File: src/rtl/tcd1290d_pkg.sv
// Shared constants and types for the TCD1290D receive path.
//   Holds the default geometry, the optical-black window, the delay and line-counter
//   widths, the capture FSM state enum, and a helper that sizes the pixel index.
package tcd1290d_pkg;

  localparam int unsigned TCD1290D_DATA_WIDTH  = 12;
  localparam int unsigned TCD1290D_ACTIVE_PIX  = 3000;
  localparam int unsigned TCD1290D_DUMMY_FRONT = 32;
  localparam int unsigned TCD1290D_OB_START    = 12;
  localparam int unsigned TCD1290D_OB_LOG2     = 4;
  localparam int unsigned TCD1290D_DLY_W       = 8;
  localparam int unsigned TCD1290D_LINE_CNT_W  = 16;

  typedef enum logic {
    CAP_IDLE = 1'b0,
    CAP_LINE = 1'b1
  } cap_state_e;

  // Index width able to hold 0..line_pix inclusive; the index saturates at line_pix.
  function automatic int unsigned idx_width(input int unsigned line_pix);
    return $clog2(line_pix + 1);
  endfunction

endpackage

File: src/rtl/tcd1290d_capture_if.sv
// AXI4-Stream pixel channel from the CCD capture block to image processing.
//   tdata  : pixel value
//   tvalid : pixel valid
//   tready : downstream ready
//   tuser  : first active pixel of the line
//   tlast  : last active pixel of the line
//   master : capture side (drives data); slave : consumer side (drives tready)
interface tcd1290d_capture_if
  import tcd1290d_pkg::*;
#(
  parameter int unsigned DATA_WIDTH = TCD1290D_DATA_WIDTH
) ();

  logic [DATA_WIDTH-1:0] tdata;
  logic                  tvalid;
  logic                  tready;
  logic                  tuser;
  logic                  tlast;

  modport master (output tdata, output tvalid, output tuser, output tlast, input tready);
  modport slave  (input tdata, input tvalid, input tuser, input tlast, output tready);

endinterface

File: src/rtl/ccd_ob_clamp.sv
// Optical-black estimation and black-clamp stage.
//   Sums the captured OB pixels of a line, publishes their average as ob_level one cycle
//   after the last OB sample, and registers active pixels (stage 1) optionally with
//   ob_level subtracted and floored at zero.
//   clk, rst_n   : clock, asynchronous active-low reset
//   line_start   : a new line begins, clears the OB accumulator
//   cap_valid    : an ADC sample is captured this cycle, with its index and data
//   clamp_en     : subtract ob_level from active pixels
//   st1_*        : stage-1 registered pixel with first/last markers
//   ob_level     : OB average of the current/last line
module ccd_ob_clamp
  import tcd1290d_pkg::*;
#(
  parameter int unsigned DATA_WIDTH  = TCD1290D_DATA_WIDTH,
  parameter int unsigned ACTIVE_PIX  = TCD1290D_ACTIVE_PIX,
  parameter int unsigned DUMMY_FRONT = TCD1290D_DUMMY_FRONT,
  parameter int unsigned OB_START    = TCD1290D_OB_START,
  parameter int unsigned OB_LOG2     = TCD1290D_OB_LOG2,
  parameter int unsigned IDX_W       = idx_width(DUMMY_FRONT + ACTIVE_PIX)
) (
  input  logic                  clk,
  input  logic                  rst_n,
  input  logic                  line_start,
  input  logic                  cap_valid,
  input  logic [IDX_W-1:0]      cap_idx,
  input  logic [DATA_WIDTH-1:0] cap_data,
  input  logic                  clamp_en,
  output logic                  st1_valid,
  output logic [DATA_WIDTH-1:0] st1_data,
  output logic                  st1_user,
  output logic                  st1_last,
  output logic [DATA_WIDTH-1:0] ob_level
);

  localparam int unsigned SUM_W   = DATA_WIDTH + OB_LOG2;
  localparam int unsigned OB_LAST = OB_START + (1 << OB_LOG2) - 1;
  localparam int unsigned ACT_END = DUMMY_FRONT + ACTIVE_PIX;

  logic [SUM_W-1:0]      ob_sum;
  logic                  ob_done;
  logic                  in_ob_c;
  logic                  in_act_c;
  logic [DATA_WIDTH-1:0] pix_c;

  // Window decode and clamp arithmetic for the sample captured this cycle.
  always_comb begin
    in_ob_c  = cap_valid && (cap_idx >= IDX_W'(OB_START)) && (cap_idx <= IDX_W'(OB_LAST));
    in_act_c = cap_valid && (cap_idx >= IDX_W'(DUMMY_FRONT)) && (cap_idx < IDX_W'(ACT_END));
    pix_c    = cap_data;
    if (clamp_en) begin
      pix_c = (cap_data > ob_level) ? (cap_data - ob_level) : '0;
    end
  end

  // OB accumulator; 2**OB_LOG2 samples of DATA_WIDTH bits cannot overflow SUM_W.
  always_ff @(posedge clk or negedge rst_n) begin
    if (!rst_n) begin
      ob_sum   <= '0;
      ob_done  <= 1'b0;
      ob_level <= '0;
    end else begin
      ob_done <= 1'b0;
      if (line_start) begin
        ob_sum <= '0;
      end else if (in_ob_c) begin
        ob_sum  <= ob_sum + SUM_W'(cap_data);
        ob_done <= (cap_idx == IDX_W'(OB_LAST));
      end
      if (ob_done) begin
        ob_level <= DATA_WIDTH'(ob_sum >> OB_LOG2);
      end
    end
  end

  // Stage 1: active pixel register.
  always_ff @(posedge clk or negedge rst_n) begin
    if (!rst_n) begin
      st1_valid <= 1'b0;
      st1_data  <= '0;
      st1_user  <= 1'b0;
      st1_last  <= 1'b0;
    end else begin
      st1_valid <= in_act_c;
      if (in_act_c) begin
        st1_data <= pix_c;
        st1_user <= (cap_idx == IDX_W'(DUMMY_FRONT));
        st1_last <= (cap_idx == IDX_W'(ACT_END - 1));
      end
    end
  end

endmodule

File: src/rtl/tcd1290d_capture.sv
// Receive side of the TCD1290D linear-CCD interface.
//   Detects SH/RS edges from the driver, samples the ADC a programmable delay after each
//   RS fall, drops dummy pixels, estimates the OB level and streams active pixels.
//   sys_clk, resetn : clock, asynchronous active-low reset
//   sh, rs, cp      : driver strobes (SH rise = new line, RS fall = pixel, CP high = no sample)
//   adc_data        : ADC output, valid at the sample point
//   sample_dly      : cycles from RS fall to ADC capture
//   clamp_en        : subtract ob_level from active pixels
//   m_axis          : AXI4-Stream pixel output (master)
//   ob_level        : OB average
//   line_cnt        : completed lines
//   line_busy       : a line is being received
//   overflow        : sticky, a pixel was dropped because the output register was full
//   short_line      : sticky, SH rose before the line was complete
module tcd1290d_capture
  import tcd1290d_pkg::*;
#(
  parameter int unsigned DATA_WIDTH  = TCD1290D_DATA_WIDTH,
  parameter int unsigned ACTIVE_PIX  = TCD1290D_ACTIVE_PIX,
  parameter int unsigned DUMMY_FRONT = TCD1290D_DUMMY_FRONT,
  parameter int unsigned OB_START    = TCD1290D_OB_START,
  parameter int unsigned OB_LOG2     = TCD1290D_OB_LOG2
) (
  input  logic                           sys_clk,
  input  logic                           resetn,
  input  logic                           sh,
  input  logic                           rs,
  input  logic                           cp,
  input  logic [DATA_WIDTH-1:0]          adc_data,
  input  logic [TCD1290D_DLY_W-1:0]      sample_dly,
  input  logic                           clamp_en,
  tcd1290d_capture_if.master             m_axis,
  output logic [DATA_WIDTH-1:0]          ob_level,
  output logic [TCD1290D_LINE_CNT_W-1:0] line_cnt,
  output logic                           line_busy,
  output logic                           overflow,
  output logic                           short_line
);

  localparam int unsigned LINE_PIX = DUMMY_FRONT + ACTIVE_PIX;
  localparam int unsigned IDX_W    = idx_width(LINE_PIX);
  localparam int unsigned DLY_W    = TCD1290D_DLY_W;
  localparam int unsigned LCNT_W   = TCD1290D_LINE_CNT_W;

  cap_state_e            state;
  logic                  sh_d;
  logic                  rs_d;
  logic [IDX_W-1:0]      pix_idx;
  logic [IDX_W-1:0]      samp_idx;
  logic [DLY_W-1:0]      dly_cnt;
  logic                  pending;

  logic                  sh_rise_c;
  logic                  rs_fall_c;
  logic                  line_end_c;
  logic                  cap_fire_c;
  logic                  cap_valid_c;
  logic [IDX_W-1:0]      cap_idx_c;

  logic                  st1_valid;
  logic [DATA_WIDTH-1:0] st1_data;
  logic                  st1_user;
  logic                  st1_last;

  logic                  tvalid_q;
  logic [DATA_WIDTH-1:0] tdata_q;
  logic                  tuser_q;
  logic                  tlast_q;

  assign sh_rise_c  = sh & ~sh_d;
  assign rs_fall_c  = ~rs & rs_d;
  // The line only ends once the last pixel's delayed sample has been taken.
  assign line_end_c = (state == CAP_LINE) && (pix_idx == IDX_W'(LINE_PIX)) && !pending;

  // Capture strobe: immediately on RS fall for zero delay, else when the delay expires.
  // A new RS fall aborts a pending sample, so the expiry path is masked by rs_fall_c.
  always_comb begin
    cap_fire_c = 1'b0;
    cap_idx_c  = samp_idx;
    if ((state == CAP_LINE) && !sh_rise_c && !line_end_c) begin
      if (rs_fall_c) begin
        if (sample_dly == '0) begin
          cap_fire_c = 1'b1;
          cap_idx_c  = pix_idx;
        end
      end else if (pending && (dly_cnt == '0)) begin
        cap_fire_c = 1'b1;
      end
    end
    cap_valid_c = cap_fire_c & ~cp;
  end

  // Edge registers, line FSM, pixel index and sample delay counter.
  always_ff @(posedge sys_clk or negedge resetn) begin
    if (!resetn) begin
      sh_d       <= 1'b0;
      rs_d       <= 1'b0;
      state      <= CAP_IDLE;
      line_busy  <= 1'b0;
      pix_idx    <= '0;
      samp_idx   <= '0;
      dly_cnt    <= '0;
      pending    <= 1'b0;
      line_cnt   <= '0;
      short_line <= 1'b0;
    end else begin
      sh_d <= sh;
      rs_d <= rs;
      case (state)
        CAP_IDLE: begin
          if (sh_rise_c) begin
            state     <= CAP_LINE;
            line_busy <= 1'b1;
            pix_idx   <= '0;
            pending   <= 1'b0;
          end
        end
        CAP_LINE: begin
          if (sh_rise_c) begin
            if (pix_idx < IDX_W'(LINE_PIX)) begin
              short_line <= 1'b1;
            end
            pix_idx <= '0;
            pending <= 1'b0;
          end else if (line_end_c) begin
            state     <= CAP_IDLE;
            line_busy <= 1'b0;
            line_cnt  <= line_cnt + LCNT_W'(1);
          end else if (rs_fall_c) begin
            samp_idx <= pix_idx;
            if (pix_idx != IDX_W'(LINE_PIX)) begin
              pix_idx <= pix_idx + IDX_W'(1);
            end
            pending <= (sample_dly != '0);
            dly_cnt <= sample_dly - DLY_W'(1);
          end else if (pending) begin
            if (dly_cnt == '0) begin
              pending <= 1'b0;
            end else begin
              dly_cnt <= dly_cnt - DLY_W'(1);
            end
          end
        end
        default: begin
          state     <= CAP_IDLE;
          line_busy <= 1'b0;
        end
      endcase
    end
  end

  ccd_ob_clamp #(
    .DATA_WIDTH  (DATA_WIDTH),
    .ACTIVE_PIX  (ACTIVE_PIX),
    .DUMMY_FRONT (DUMMY_FRONT),
    .OB_START    (OB_START),
    .OB_LOG2     (OB_LOG2),
    .IDX_W       (IDX_W)
  ) u_ob_clamp (
    .clk        (sys_clk),
    .rst_n      (resetn),
    .line_start (sh_rise_c),
    .cap_valid  (cap_valid_c),
    .cap_idx    (cap_idx_c),
    .cap_data   (adc_data),
    .clamp_en   (clamp_en),
    .st1_valid  (st1_valid),
    .st1_data   (st1_data),
    .st1_user   (st1_user),
    .st1_last   (st1_last),
    .ob_level   (ob_level)
  );

  // Stage 2: single AXIS output register; a pixel arriving while it is stalled is dropped.
  always_ff @(posedge sys_clk or negedge resetn) begin
    if (!resetn) begin
      tvalid_q <= 1'b0;
      tdata_q  <= '0;
      tuser_q  <= 1'b0;
      tlast_q  <= 1'b0;
      overflow <= 1'b0;
    end else if (st1_valid) begin
      if (tvalid_q && !m_axis.tready) begin
        overflow <= 1'b1;
      end else begin
        tvalid_q <= 1'b1;
        tdata_q  <= st1_data;
        tuser_q  <= st1_user;
        tlast_q  <= st1_last;
      end
    end else if (m_axis.tready) begin
      tvalid_q <= 1'b0;
    end
  end

  assign m_axis.tvalid = tvalid_q;
  assign m_axis.tdata  = tdata_q;
  assign m_axis.tuser  = tuser_q;
  assign m_axis.tlast  = tlast_q;

endmodule
File: src/flat_wrapper.sv
// flat-port wrapper written by rule: the top's interface ports become plain ports
module tcd1290d_capture_flat import tcd1290d_pkg::*;
#(
  parameter int unsigned DATA_WIDTH  = TCD1290D_DATA_WIDTH,
  parameter int unsigned ACTIVE_PIX  = TCD1290D_ACTIVE_PIX,
  parameter int unsigned DUMMY_FRONT = TCD1290D_DUMMY_FRONT,
  parameter int unsigned OB_START    = TCD1290D_OB_START,
  parameter int unsigned OB_LOG2     = TCD1290D_OB_LOG2
)
  (sys_clk, resetn, sh, rs, cp, adc_data, sample_dly, clamp_en, ob_level, line_cnt, line_busy, overflow, short_line, m_axis_tdata, m_axis_tvalid, m_axis_tuser, m_axis_tlast, m_axis_tready);
  tcd1290d_capture_if #(.DATA_WIDTH(DATA_WIDTH)) m_axis_i ();
  input  logic sys_clk;
  input  logic resetn;
  input  logic sh;
  input  logic rs;
  input  logic cp;
  input  logic [DATA_WIDTH-1:0] adc_data;
  input  logic [TCD1290D_DLY_W-1:0] sample_dly;
  input  logic clamp_en;
  output logic [DATA_WIDTH-1:0] ob_level;
  output logic [TCD1290D_LINE_CNT_W-1:0] line_cnt;
  output logic line_busy;
  output logic overflow;
  output logic short_line;
  output wire logic [$bits(m_axis_i.tdata)-1:0] m_axis_tdata;
  output wire logic [$bits(m_axis_i.tvalid)-1:0] m_axis_tvalid;
  output wire logic [$bits(m_axis_i.tuser)-1:0] m_axis_tuser;
  output wire logic [$bits(m_axis_i.tlast)-1:0] m_axis_tlast;
  input wire logic [$bits(m_axis_i.tready)-1:0] m_axis_tready;
  assign m_axis_tdata = m_axis_i.tdata;
  assign m_axis_tvalid = m_axis_i.tvalid;
  assign m_axis_tuser = m_axis_i.tuser;
  assign m_axis_tlast = m_axis_i.tlast;
  assign m_axis_i.tready = m_axis_tready;
  tcd1290d_capture #(.DATA_WIDTH(DATA_WIDTH), .ACTIVE_PIX(ACTIVE_PIX), .DUMMY_FRONT(DUMMY_FRONT), .OB_START(OB_START), .OB_LOG2(OB_LOG2)) u_core (.sys_clk(sys_clk), .resetn(resetn), .sh(sh), .rs(rs), .cp(cp), .adc_data(adc_data), .sample_dly(sample_dly), .clamp_en(clamp_en), .m_axis(m_axis_i), .ob_level(ob_level), .line_cnt(line_cnt), .line_busy(line_busy), .overflow(overflow), .short_line(short_line));
endmodule
File: config.mk
export PLATFORM = sky130hd
export DESIGN_NAME = tcd1290d_capture_flat
export DESIGN_NICKNAME = d
export VERILOG_FILES = /design/src/rtl/tcd1290d_pkg.sv /design/src/rtl/tcd1290d_capture_if.sv /design/src/rtl/ccd_ob_clamp.sv /design/src/rtl/tcd1290d_capture.sv /design/src/flat_wrapper.sv
export SDC_FILE = /design/constraint.sdc
export NUM_CORES = 1
export LEC_CHECK = 0
export CELL_PAD_IN_SITES_DETAIL_PLACEMENT = 0
export CELL_PAD_IN_SITES_GLOBAL_PLACEMENT = 1
export CORE_AREA = 2 2 124 126
export CTS_CLUSTER_DIAMETER = 80
export DETAILED_ROUTE_END_ITERATION = 8
export DIE_AREA = 0 0 126 128
export MAX_ROUTING_LAYER = met4
export PLACE_DENSITY_LB_ADDON = 0.1
export SYNTH_ARGS = -nofsm -noshare
export SYNTH_HDL_FRONTEND = slang
export SYNTH_SLANG_ARGS = --single-unit
File: constraint.sdc
create_clock -name sys_clk -period 2.9 [get_ports sys_clk]
set_input_delay 0.58 -clock sys_clk [delete_from_list [all_inputs] [get_ports sys_clk]]
set_output_delay 0.58 -clock sys_clk [all_outputs]
set_load 0.02 [all_outputs]
Figure 1. Cells coloured by class (run 1).
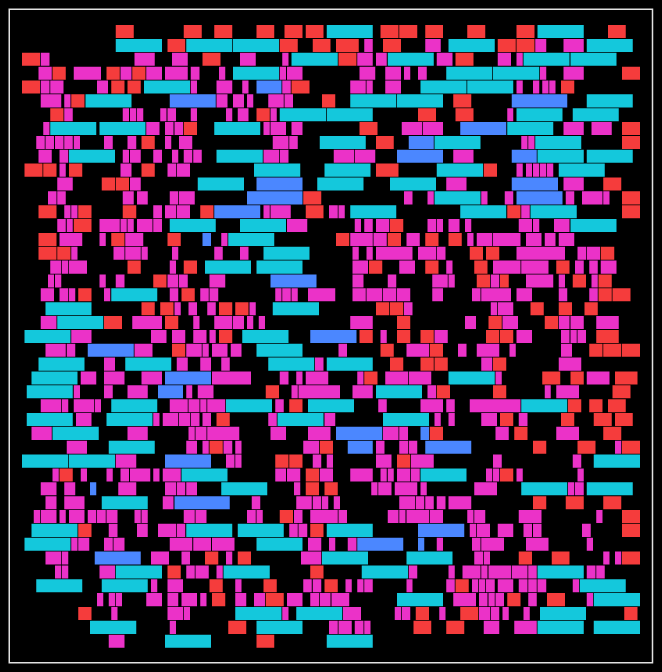
legend:
  sequential cells:
    colour: cyan
    cells: 114
    share_of_their_area: 33%
  combinational and other logic:
    colour: magenta
    cells: 536
    share_of_their_area: 41%
  clock drivers and dummy loads:
    colour: blue
    cells: 29
    share_of_their_area: 7.0%
  remaining buffers and delay cells:
    colour: red
    cells: 187
    share_of_their_area: 18%
Final Core Density: 0.595
core area: 14900 sq um
flop share of the area: 0.323
fin area: 8840 sq um
num rows: 45

Figure 2. Clock distribution (run 1).
Bar = 50 um.
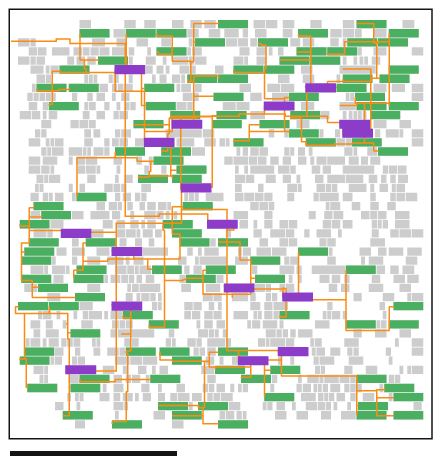
legend:
  clock drivers:
    colour: purple
    count: 17
  flip-flops:
    colour: green
    count: 114
  clock wires:
    colour: orange
    length: 1710 um
routed clock nets: 18
flops lie: all over the die

Figure 3. The clock network (run 1).
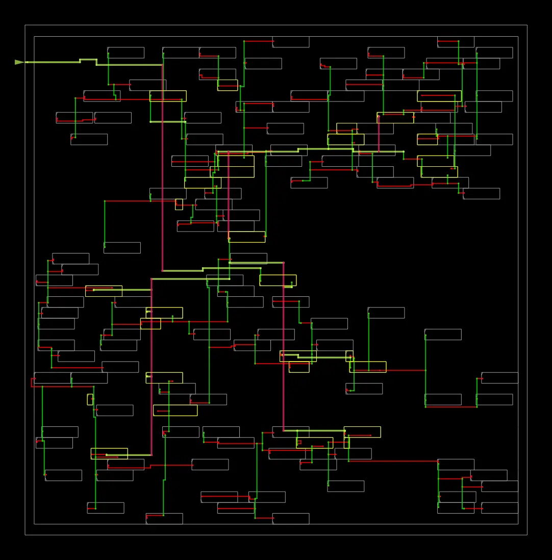
flop count: 114
Late-Pin Clk Latency: 0.41 ns
skew final: 0.00770 ns

run 1: worst max-delay path by stage:
stage	start	to	slack, ns	depth (start not counted)
floorplan	rs	u_core.dly_cnt[6]	0.35	10
global placement	adc_data[1]	u_core.u_ob_clamp.st1_data[11]	-0.56	10
detailed placement	adc_data[0]	u_core.u_ob_clamp.st1_data[3]	-0.64	12
CTS	adc_data[0]	u_core.u_ob_clamp.ob_sum[12]	0.03	11
global route	adc_data[3]	u_core.u_ob_clamp.ob_sum[12]	0.03	10
finish	adc_data[3]	u_core.u_ob_clamp.ob_sum[12]	0.12	9
run 1: sequential cells by signal, indices dropped and copies added (netlist names), 8 cells and up:
signal                      count
u_core.line_cnt                16
u_core.u_ob_clamp.ob_sum       16
u_core.m_axis.tdata            12
u_core.pix_idx                 12
u_core.samp_idx                12
u_core.u_ob_clamp.ob_level     12
u_core.u_ob_clamp.st1_data     12
u_core.dly_cnt                  8
run 1: layer usage:
layer | part of all wire | routed length (um) | track usage
met4 | 0.020 | 359 | 0.0924
met3 | 0.036 | 633 | 0.0480
met2 | 0.52 | 9090 | 0.403
met5 | 0 | 0 | -
met1 | 0.43 | 7540 | 0.276
run 1: power breakdown:
part           internal [uW]  switching, uW
Clock                   1450            713
Sequential              1670           71.2
Combinational            309            354
run 1: per-stage QoR:
| step | total power, uW | utilization |
|---|---|---|
| floorplan | 2080 | - |
| global placement | 2400 | 0.544 |
| detailed placement | 2420 | 0.544 |
| CTS | 4590 | 0.585 |
| global route | 4760 | 0.595 |
| finish | 4570 | 0.595 |
run 1: final cells by class:
cell class | instances | area [sq um]
repair buffers | 187 | 1590
inverters | 29 | 109
well taps | 188 | 235
clock buffers | 24 | 502
clock inverters | 5 | 100
multi-input cells | 507 | 3450
fillers | 1294 | 6020
flip-flops and latches | 114 | 2850
==> flow_metrics.env, run 1 <==
# yosys + openroad results
export IMPL_crit_path_max_incr_delay_ns=0.52
export IMPL_wl_mm=17.6
export IMPL_slew_headroom=0.557
export IMPL_cts_tree="done"
export IMPL_dp_cells=1020
export IMPL_die_width_um=126
export IMPL_place_ws_ns=-0.640
export IMPL_async_reset_ff_frac=1.00
export IMPL_synthDistinctLibCells=65
export IMPL_top_cell_area_share=0.446
export IMPL_path_buffers=2
export IMPL_cap_violations=0
export IMPL_crit_required_ns=3.25
export IMPL_final_hold_violation_count=0
export IMPL_cts_htree_levels=4
export IMPL_antenna_left=0
export IMPL_tightest_slew_ns=0.664
export IMPL_fp_nets=729
export IMPL_fp_utilization=0.430
export IMPL_most_common_cell="dfrtp_1"
export IMPL_common_cells="114 x dfrtp_1, 68 x nand2_1, 67 x nor2_1, 57 x o21ai_0, 30 x a21oi_1"
export IMPL_power_density_nw_per_um2=516
export IMPL_warnings=27
export IMPL_drt_pass1_iter_count=4
export IMPL_critPathCaptureType="register"
export IMPL_die_area_sq_um=16100
export IMPL_drc_errors=0
export IMPL_cp_arrival_ns=3.13
export IMPL_fin_crit_ns=2.78
export IMPL_grt_max_degree=42
export IMPL_rrSetupSlack_ns=0.20
export IMPL_mostFrequentLayoutCell="buf_4"
export IMPL_min_path_type="in2async"
export IMPL_ys_top_logic_family="simple AND/OR/NAND/NOR gates"
export IMPL_cp_top_family="AND-OR/OR-AND gates"
export IMPL_ys_seq_share=0.446
export IMPL_crit_chain="clkdlybuf4s50_1, buf_4, ha_2, o211ai_1, a211oi_2, nand3_1, a311o_1, or4_4, nand2_1"
export IMPL_period_used=0.959
export IMPL_tns_ns=0
export IMPL_viasPerCell=5.40
export IMPL_syn_area_per_cell_sq_um=9.51
export IMPL_slew_violations=0
export IMPL_synth_largest_area_cell="dfrtp_1"
export IMPL_cts_path_max_buffers=2
export IMPL_yosysWarnings=0
export IMPL_rsz0062_at_grt="false"
export IMPL_cts_setup_buffers=0
export IMPL_ys_flop_type="dfrtp_1"
export IMPL_regToRegEndpoint="u_core.line_cnt[13]"
export IMPL_clockRootBuffer="clkbuf_16"
export IMPL_post_route_worst_setup_slack_ns=0.119
export IMPL_ys_cells=672
export IMPL_cts_hold_buf=0
export IMPL_cts_resized=2
export IMPL_dpl_hpwl_mm=13.4
export IMPL_antenna_found_initial=0
export IMPL_cp_max_fo=4
export IMPL_grt_pass1_vias=5870
export IMPL_critPathSlowestCell="or4_4"
export IMPL_place_congestion=0.876
export IMPL_crit_type="in2reg"
export IMPL_status="completed"
export IMPL_ios=73
export IMPL_layout_top_cells="115 x buf_4, 114 x dfrtp_1, 68 x nand2_1"
export IMPL_simple_gate_share=0.196
export IMPL_drive_gt1_frac=0.234
export IMPL_grt_pass1_wl_mm=29.2
export IMPL_synthCells=672
export IMPL_p_leak_uw=0.00403
export IMPL_diodes=0
export IMPL_reg2reg_depth=10
export IMPL_setup_viol=0
export IMPL_adder_share=0.0611
export IMPL_gr_total_overflow=0
export IMPL_ys_ff=114
export IMPL_finalNonFillerCells=1054
export IMPL_ir_worst_vdd_mv=0.375
export IMPL_cp_start_kind="input port"
export IMPL_clkSlewWorstSetupHoldPaths_ns=0.05
export IMPL_io_buffer_count=72
export IMPL_synthTopCellsByArea="dfrtp_1 45%, ha_1 5.5%, mux2_2 4.8%, o21ai_0 4.5%, nand2_1 4.0%"
export IMPL_regToRegStartpoint="u_core.pix_idx[0]"
export IMPL_place_area_sq_um=8080
export IMPL_xor_area_frac=0.0630
export IMPL_die_height_um=128
export IMPL_wl_per_cell_um=16.7
export IMPL_drt_first_iter_violations=315
export IMPL_area_delta_synth_final_pct=38.3
Figure 4. Sequential cells grouped by signal name (run 1).
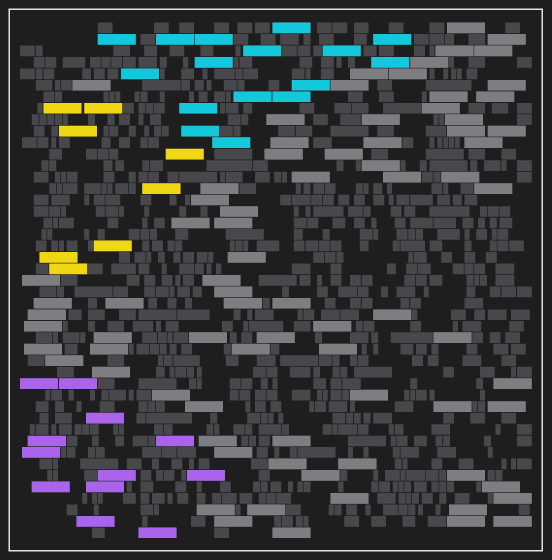

--- run 2 (diff from run 1) ---
--- a/config.mk
+++ b/config.mk
@@ -11,7 +11,6 @@
 export CTS_CLUSTER_DIAMETER = 80
 export DETAILED_ROUTE_END_ITERATION = 8
 export DIE_AREA = 0 0 126 128
-export MAX_ROUTING_LAYER = met4
 export PLACE_DENSITY_LB_ADDON = 0.1
 export SYNTH_ARGS = -nofsm -noshare
 export SYNTH_HDL_FRONTEND = slang
Figure 5. Sequential cells grouped by signal name (run 2).
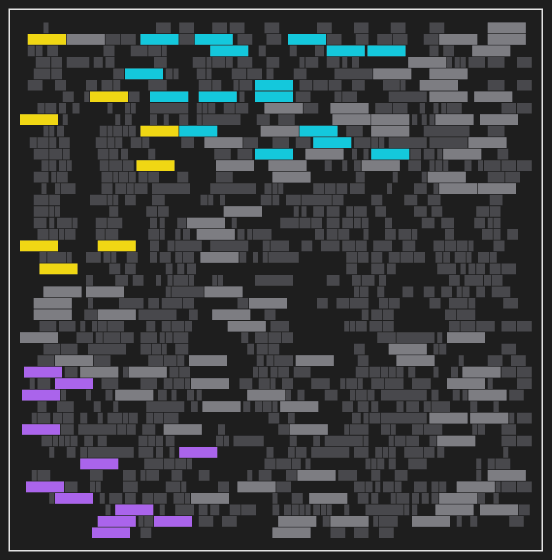
legend:
  u_core.pix_idx:
    colour: purple
    flops: 12
    where: south-west
  u_core.line_cnt:
    colour: cyan
    flops: 16
    where: north
  u_core.dly_cnt:
    colour: yellow
    flops: 8
not coloured: 78

==> flow_metrics.env, run 2 <==
# yosys + openroad results
export IMPL_io_buffer_count=72
export IMPL_crit_type="in2reg"
export IMPL_diodes=0
export IMPL_logic_area_sq_um=3360
export IMPL_top_cell_area_share=0.446
export IMPL_regToRegStartpoint="u_core.pix_idx[1]"
export IMPL_core_area_sq_um=14900
export IMPL_ir_worst_vdd_mv=0.384
export IMPL_cts_path_max_buffers=2
export IMPL_regToRegEndpoint="u_core.u_ob_clamp.st1_data[0]"
export IMPL_place_congestion=0.900
export IMPL_wl_mm=17.6
export IMPL_tightest_slew_ns=0.680
export IMPL_warnings=27
export IMPL_layout_top_cells="114 x dfrtp_1, 101 x buf_4, 71 x clkdlybuf4s50_1"
export IMPL_antenna_found_initial=0
export IMPL_logic_gates=507
export IMPL_wl_per_cell_um=16.8
export IMPL_synthDistinctLibCells=65
export IMPL_gr_max_usage_layer="met2"
export IMPL_die_height_um=128
export IMPL_power_total_uw=4680
export IMPL_place_ws_ns=-0.313
export IMPL_tns_ns=0
export IMPL_yosysWarnings=0
export IMPL_critPathCaptureType="register"
export IMPL_mostFrequentLayoutCell="dfrtp_1"
export IMPL_min_path_type="in2async"
export IMPL_seq_cells=114
export IMPL_ios=73
export IMPL_grt_util_met1=0.276
export IMPL_cts_htree_levels=4
export IMPL_final_hold_violation_count=0
export IMPL_fp_utilization=0.430
export IMPL_rsz0062_at_grt="false"
export IMPL_async_reset_ff_frac=1.00
export IMPL_grt_util_met3=0.0426
export IMPL_place_area_sq_um=8030
export IMPL_viasPerCell=5.34
export IMPL_post_route_worst_setup_slack_ns=0.210
export IMPL_area_share_nonclk_buffers=0.171
export IMPL_grt_max_degree=39
export IMPL_cp_startpoint="adc_data[0]"
export IMPL_ys_ff=114
export IMPL_power_density_nw_per_um2=539
export IMPL_regArea_sq_um=2850
export IMPL_floorplan_tapcells=188
export IMPL_area_delta_synth_final_pct=35.9
export IMPL_nNonClkInverters=29
export IMPL_worstSetupEndpoint="u_core.u_ob_clamp.st1_data[0]"
export IMPL_cts_tree="done"
export IMPL_fillers=1323
export IMPL_largestClassByArea="multi-input combinational cells"
export IMPL_reg_top3="u_core.line_cnt x16, u_core.u_ob_clamp.ob_sum x16"
export IMPL_die_width_um=126
export IMPL_ys_cells=672
export IMPL_clkSlewWorstSetupHoldPaths_ns=0.06
export IMPL_period_used=0.927
export IMPL_reg2reg_depth=9
export IMPL_drt_first_iter_violations=257
export IMPL_ys_seq_share=0.446
export IMPL_clockRootBuffer="clkbuf_16"
export IMPL_slew_headroom=0.547
export IMPL_cap_violations=0
export IMPL_grtUsageMet2=0.406
export IMPL_grt_pass1_vias=5834
export IMPL_cp_arrival_ns=2.99
export IMPL_clk_share=0.0739
export IMPL_gr_total_overflow=0
export IMPL_comb_area_share=0.387
export IMPL_syn_area_per_cell_sq_um=9.51
export IMPL_rrSetupSlack_ns=0.25
export IMPL_most_common_cell="dfrtp_1"
export IMPL_die_area_sq_um=16100
export IMPL_ys_flop_type="dfrtp_1"
export IMPL_common_cells="114 x dfrtp_1, 68 x nand2_1, 67 x nor2_1, 57 x o21ai_0, 30 x a21oi_1"
export IMPL_std_cell_rows=45
export IMPL_synthTopCellsByArea="dfrtp_1 45%, ha_1 5.5%, mux2_2 4.8%, o21ai_0 4.5%, nand2_1 4.0%"
export IMPL_drc_errors=0
export IMPL_clk_latency_ns=0.42
export IMPL_fp_nets=729
export IMPL_antenna_left=0
export IMPL_nClkBuffers=18
export IMPL_status="completed"
export IMPL_grt_pass1_wl_mm=29.1
export IMPL_slew_violations=0
export IMPL_dpl_hpwl_mm=13.4
Figure 6. Cells coloured by class (run 2).
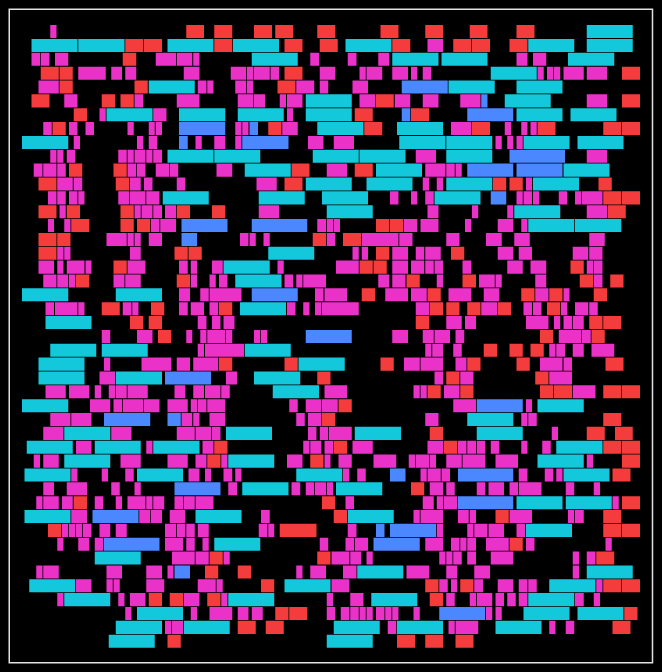
legend:
  combinational and other logic:
    colour: magenta
    cells: 536
    share_of_their_area: 41%
  remaining buffers and delay cells:
    colour: red
    cells: 173
    share_of_their_area: 18%
  clock drivers and dummy loads:
    colour: blue
    cells: 32
    share_of_their_area: 7.6%
  sequential cells:
    colour: cyan
    cells: 114
    share_of_their_area: 34%
fin area: 8690 sq um
flop share of the area: 0.328
Final Core Density: 0.585

==> run 2: cell count changes in the layout (fill, tap and decap cells not counted), moves of 4 or more <==
cell             before  now
a221oi_2              4    0
clkinv_4              0    4
clkdlybuf4s50_1      67   71
a221oi_1              1    6
clkbuf_8              5    0
buf_4               115  101
dlymetal6s2s_1        4    0
==> run 2: through the flow <==
| stage | util | instances |
|---|---|---|
| final | 0.585 | 1043 |
| after CTS | 0.583 | 1043 |
| after global routing | 0.585 | 1043 |
| after global placement | 0.540 | 1011 |
| after detailed placement | 0.540 | 1011 |
| after floorplan | - | 672 |
==> run 2: per-layer routing <==
metal / share of wire / up-vias / routed length, um
met3: 0.028 / 32 / 499
met4: 0.026 / 0 / 457
met5: 0 / - / 0
met1: 0.43 / 2678 / 7620
met2: 0.51 / 102 / 9000
li1: - / 2754 / -
==> run 2: report_power, final <==
part           switching (uW)  internal [uW]
Combinational             349            297
Sequential               67.0           1670
Clock                     781           1520
==> run 2: worst max-delay path: stages <==
cell	delay (ns)
clkdlybuf4s50_1	0.43
inv_1	0.10
ha_1	0.16
inv_1	0.05
fa_1	0.42
a211oi_2	0.25
o21ai_1	0.15
a31oi_1	0.19
nor3_1	0.06
buf_4	0.17
inv_1	0.07
o22ai_1	0.08
mux2_2	0.27
==> run 2: cells by family after synthesis <==
family | Yosys count | share of synthesized area
adder cells (fa/ha/maj) | 30 | 0.0611
buffers and inverters | 51 | 0.0305
AND/OR/NAND/NOR | 248 | 0.196
multiplexers | 31 | 0.0538
AND-OR/OR-AND | 152 | 0.149
XOR/XNOR | 46 | 0.0630
flip-flops | 114 | 0.446
==> run 2: what timing repair did <==
| action | CTS | global route |
|---|---|---|
| setup endpoints to repair | 0 | 14 |
| setup buffers | 0 | 0 |
| hold buffers | 0 | 0 |
| resized | 0 | 5 |
No activity file was given, so power comes from the tool's default toggle rates.
